==> src/rtl/mergesort_result_reader_if.sv <==
`default_nettype none
// ============================================================================
// Module      : mergesort_result_reader_if
// Description : Element stream from the mergesort core to the result reader.
//               The sorter drives valid/data/last; the reader returns ready.
// Revision    : 1.0 - initial release
// ============================================================================
interface mergesort_result_reader_if #(
  parameter int DATA_W = 8
);
  logic              in_valid;
  logic [DATA_W-1:0] in_data;
  logic              in_last;
  logic              in_ready;

  modport master (output in_valid, output in_data, output in_last, input in_ready);
  modport slave  (input in_valid, input in_data, input in_last, output in_ready);
endinterface
`default_nettype wire

==> src/rtl/mergesort_result_reader.sv <==
`default_nettype none
// ============================================================================
// Module      : mergesort_result_reader
// Description : Captures a sorted element stream into a local buffer, checks
//               that it is non-decreasing, counts elements and offers a
//               registered random-access readback port.
//               Optional macro MERGESORT_READER_CHECKSUM_EN adds a running
//               unsigned sum of accepted elements on the checksum output.
// Revision    : 1.0 - initial release
// ============================================================================
module mergesort_result_reader #(
  parameter int DATA_W = 8,
  parameter int DEPTH  = 32,
  parameter int ADDR_W = 5
) (
  input  logic                     clock,
  input  logic                     reset,
  input  logic                     start,
  mergesort_result_reader_if.slave in_if,
  output logic                     busy,
  output logic                     done,
  output logic [ADDR_W:0]          count,
  output logic                     order_err,
  output logic [ADDR_W-1:0]        err_index,
  input  logic [ADDR_W-1:0]        rd_addr,
  output logic [DATA_W-1:0]        rd_data
`ifdef MERGESORT_READER_CHECKSUM_EN
  ,
  output logic [DATA_W+ADDR_W-1:0] checksum
`endif
);

  typedef enum logic [1:0] {
    IDLE    = 2'd0,
    CAPTURE = 2'd1,
    DONE    = 2'd2
  } state_t;

  // Value of count just before the handshake that fills the buffer.
  localparam logic [ADDR_W:0] LAST_IDX = (ADDR_W+1)'(DEPTH - 1);

  state_t            state;
  state_t            state_next;
  logic              ready;
  logic              hs;
  logic              final_hs;
  logic              clear;
  logic [DATA_W-1:0] prev;

  // Buffer sized to the full index space so out-of-range addresses wrap safely.
  logic [DATA_W-1:0] mem [0:(1<<ADDR_W)-1];

  assign in_if.in_ready = ready;
  // Handshake derived from state directly so it has no path through in_ready.
  assign hs       = (state == CAPTURE) && in_if.in_valid;
  assign final_hs = hs && (in_if.in_last || (count == LAST_IDX));
  assign clear    = start && (state != CAPTURE);

  // State register.
  always_ff @(posedge clock or posedge reset) begin
    if (reset) state <= IDLE;
    else       state <= state_next;
  end

  // Next-state and status outputs.
  always_comb begin
    state_next = state;
    ready      = 1'b0;
    busy       = 1'b0;
    done       = 1'b0;
    case (state)
      IDLE: begin
        if (start) state_next = CAPTURE;
      end
      CAPTURE: begin
        busy  = 1'b1;
        ready = 1'b1;
        if (final_hs) state_next = DONE;
      end
      DONE: begin
        done = 1'b1;
        if (start) state_next = CAPTURE;
      end
      default: state_next = IDLE;
    endcase
  end

  // Element count, order check and previous-element tracking.
  always_ff @(posedge clock or posedge reset) begin
    if (reset) begin
      count     <= '0;
      order_err <= 1'b0;
      err_index <= '0;
      prev      <= '0;
    end else if (clear) begin
      count     <= '0;
      order_err <= 1'b0;
      err_index <= '0;
    end else if (hs) begin
      count <= count + 1'b1;
      prev  <= in_if.in_data;
      // Only the first descending pair is recorded; the first element has no predecessor.
      if ((count != '0) && (in_if.in_data < prev) && !order_err) begin
        order_err <= 1'b1;
        err_index <= count[ADDR_W-1:0];
      end
    end
  end

`ifdef MERGESORT_READER_CHECKSUM_EN
  // Running sum of accepted elements.
  always_ff @(posedge clock or posedge reset) begin
    if (reset)      checksum <= '0;
    else if (clear) checksum <= '0;
    else if (hs)    checksum <= checksum + {{ADDR_W{1'b0}}, in_if.in_data};
  end
`endif

  // Buffer write; contents are not reset.
  always_ff @(posedge clock) begin
    if (hs) mem[count[ADDR_W-1:0]] <= in_if.in_data;
  end

  // Registered readback, active in every state.
  always_ff @(posedge clock or posedge reset) begin
    if (reset) rd_data <= '0;
    else       rd_data <= mem[rd_addr];
  end

endmodule
`default_nettype wire
==> src/flat_wrapper.sv <==
// flat-port wrapper written by rule: the top's interface ports become plain ports
module mergesort_result_reader_flat 
#(
  parameter int DATA_W = 8,
  parameter int DEPTH  = 32,
  parameter int ADDR_W = 5
)
  (clock, reset, start, busy, done, count, order_err, err_index, rd_addr, rd_data, in_if_in_valid, in_if_in_data, in_if_in_last, in_if_in_ready);
  mergesort_result_reader_if #(.DATA_W(DATA_W)) in_if_i ();
  input  logic clock;
  input  logic reset;
  input  logic start;
  output logic busy;
  output logic done;
  output logic [ADDR_W:0] count;
  output logic order_err;
  output logic [ADDR_W-1:0] err_index;
  input  logic [ADDR_W-1:0] rd_addr;
  output logic [DATA_W-1:0] rd_data;
  input wire logic [$bits(in_if_i.in_valid)-1:0] in_if_in_valid;
  input wire logic [$bits(in_if_i.in_data)-1:0] in_if_in_data;
  input wire logic [$bits(in_if_i.in_last)-1:0] in_if_in_last;
  output wire logic [$bits(in_if_i.in_ready)-1:0] in_if_in_ready;
  assign in_if_i.in_valid = in_if_in_valid;
  assign in_if_i.in_data = in_if_in_data;
  assign in_if_i.in_last = in_if_in_last;
  assign in_if_in_ready = in_if_i.in_ready;
  mergesort_result_reader #(.DATA_W(DATA_W), .DEPTH(DEPTH), .ADDR_W(ADDR_W)) u_core (.clock(clock), .reset(reset), .start(start), .in_if(in_if_i), .busy(busy), .done(done), .count(count), .order_err(order_err), .err_index(err_index), .rd_addr(rd_addr), .rd_data(rd_data));
endmodule
==> config.mk <==
export PLATFORM = sky130hd
export DESIGN_NAME = mergesort_result_reader_flat
export DESIGN_NICKNAME = d
export VERILOG_FILES = /design/src/rtl/mergesort_result_reader_if.sv /design/src/rtl/mergesort_result_reader.sv /design/src/flat_wrapper.sv
export SDC_FILE = /design/constraint.sdc
export NUM_CORES = 1
export LEC_CHECK = 0
export CAP_MARGIN = 10
export CORE_MARGIN = 2
export CORE_UTILIZATION = 55
export CTS_CLUSTER_SIZE = 25
export DETAILED_ROUTE_END_ITERATION = 10
export HOLD_SLACK_MARGIN = 0.03
export PLACE_DENSITY_LB_ADDON = 0.2
export SLEW_MARGIN = 25
export SYNTH_ARGS = -nofsm -noshare
export SYNTH_HDL_FRONTEND = slang
export SYNTH_SLANG_ARGS = --single-unit
==> constraint.sdc <==
create_clock -name clock -period 5.1 [get_ports clock]
set_clock_uncertainty 0.15 [all_clocks]
set_input_delay 1.02 -clock clock [delete_from_list [all_inputs] [get_ports clock]]
set_output_delay 1.02 -clock clock [all_outputs]
set_load 0.005 [all_outputs]
**Routed clock nets over the placement**

The bar under the picture is 50 um long.
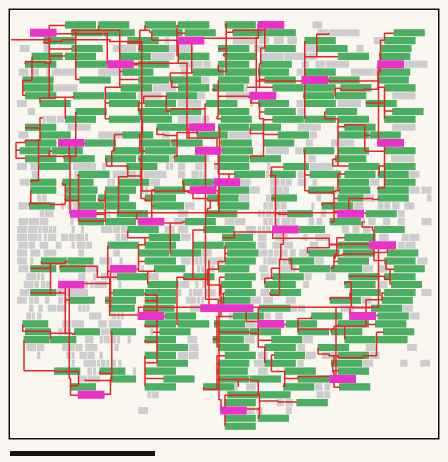
[magenta] cells driving clock nets | count: 28
[green] flip-flops | count: 286
[red] clock wires | length: 3030 um
routed clock nets: 29

==> reports/metrics.csv <==
metric,value,unit
hold_depth,2,
flop_area,8438,um2
reg2reg_depth,3,
placed_area,12010,um2
hold_class,reg -> reg,
cts_hold_buf,0,
htree_num_levels,1,
ys_warn_count,0,
die_x,148.0,um
ys_area,11400,um2
flop_cell,edfxtp_1,
antenna_found_initial,0,
drv_slew,0,
fin_setup_tns,0,ns
min_from,u_core.prev[0]$_DFFE_PP0P_,
num-nets-final,726,
period_used_share,0.5987,
top_area_cell,edfxtp_1,
most_common_cell,edfxtp_1,
top_area_frac,0.6745,
clk_pin_slew,0.06,ns
ctsResizeCount,0,
layout_setup_ws,2.047,ns
power_density,402.1,nW/um2
ff2ff_setup_slack,2.30,ns
grt_pass1_vias,6021,
vias,6008,
max_freq,327.5,MHz
status,"finished, final reports clean",
n_antenna_cell,0,
cts_buffers,28,
crit_slowest_cell,dfrtp_1,
fp_nets,675,
async_flop_share,0.1049,
fill_cells,1426,
grt_pass1_wl,37030,um
drc,0,
dieHeight,148.0,um
wl_met3,2089,um
cts.path.max_buffers,3,
gp_congestion,0.8858,
wl_met2,11480,um
core,20300,um2
rr_endpoint,u_core.mem[17][6]$_DFFE_PP_,
synth_cell_type_count,52,
synthCells,646,
logic_area,2709,um2
ys_top_cells_by_area,"edfxtp_1, dfrtp_1, mux4_2",
worst-path-buf-inv,1,
crit_family,flip-flops,
setup_viol,0,
dp.cells,937,
root_buffer,clkbuf_16,
crit_chain,clkdlybuf4s50_1,
drv_cap,0,
crit_arrival,1.88,ns
dr.pass1.iters,5,
relSlewSlack,0.3290,
p_leak,4.349,nW
syn_to_final_growth,13.16,%
finalHoldViolations,0,
top_cells_by_count,"edfxtp_1, mux2i_1, nand2_1",
dp_hpwl,15740,um
crit_fanout,14,
rsz0062_at_grt,no,
num_rows,52,
**Placement by cell class**

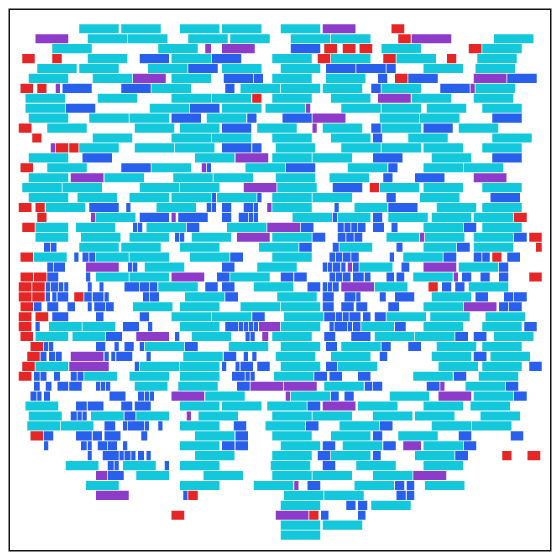
[red] other buffers and delay cells | cells: 54 | share of their area: 4.0%
[cyan] flip-flops | cells: 286 | share of their area: 67%
[blue] all other logic | cells: 327 | share of their area: 22%
[purple] clock drivers and dummy loads | cells: 51 | share of their area: 6.9%

-- layout by cell type (no fill, tap or decap), types with 10 or more instances in the layout --
master / count
edfxtp_1: 256
mux2i_1: 56
clkdlybuf4s50_1: 38
nand2_1: 35
nor2_1: 34
mux4_2: 32
dfrtp_1: 30
clkbuf_16: 28
a22oi_1: 24
nand3_1: 17
buf_4: 15
inv_1: 12
nor2b_1: 11
ha_1: 11
clkbuf_1: 11
o21ai_0: 10
-- how the worst max path moves through the flow --
| stage | endpoint | depth (start not counted) |
|---|---|---|
| floorplan | u_core.mem[13][0]$_DFFE_PP_ | 5 |
| detailed placement | u_core.mem[13][3]$_DFFE_PP_ | 5 |
| global placement | u_core.mem[13][3]$_DFFE_PP_ | 5 |
| finish | count[4] | 1 |
| CTS | count[4] | 1 |
| global route | count[4] | 1 |
-- registers in the layout, summed over array words and instances, names as in the netlist --
register and flops:
u_core.err_index 5, u_core.state 2, u_core.mem 256, u_core.prev 8, u_core.rd_data 8, u_core.order_err 1, u_core.count 6
-- cells by family after synthesis --
logic type	Yosys count	synth area share
compound gates	91	0.05742
fa+ha+maj	11	0.01208
buf+inv	45	0.02327
xor+xnor	2	0.001537
simple gates	123	0.05292
flops	286	0.7404
mux	88	0.1124
-- area by class of cell --
class                   instances  share of cell area
inverters                      12            0.003492
flip-flops and latches        286              0.6542
well taps                     270             0.02619
multi-input cells             315              0.2100
clock inverters                11            0.008828
repair buffers                 54             0.03861
clock buffers                  40             0.05860
-- worst register-to-register path, delay by kind of cell (launching register included) --
family	cells	cell delay, ns
flip-flops	1	0.72
buffers and inverters	1	0.26
AND/OR/NAND/NOR	2	1.30
-- report_power, final --
group	switching [mW]	total [mW]	internal, mW
combinational	0.302	0.521	0.220
clock	0.836	1.97	1.13
sequential	0.0524	2.70	2.65
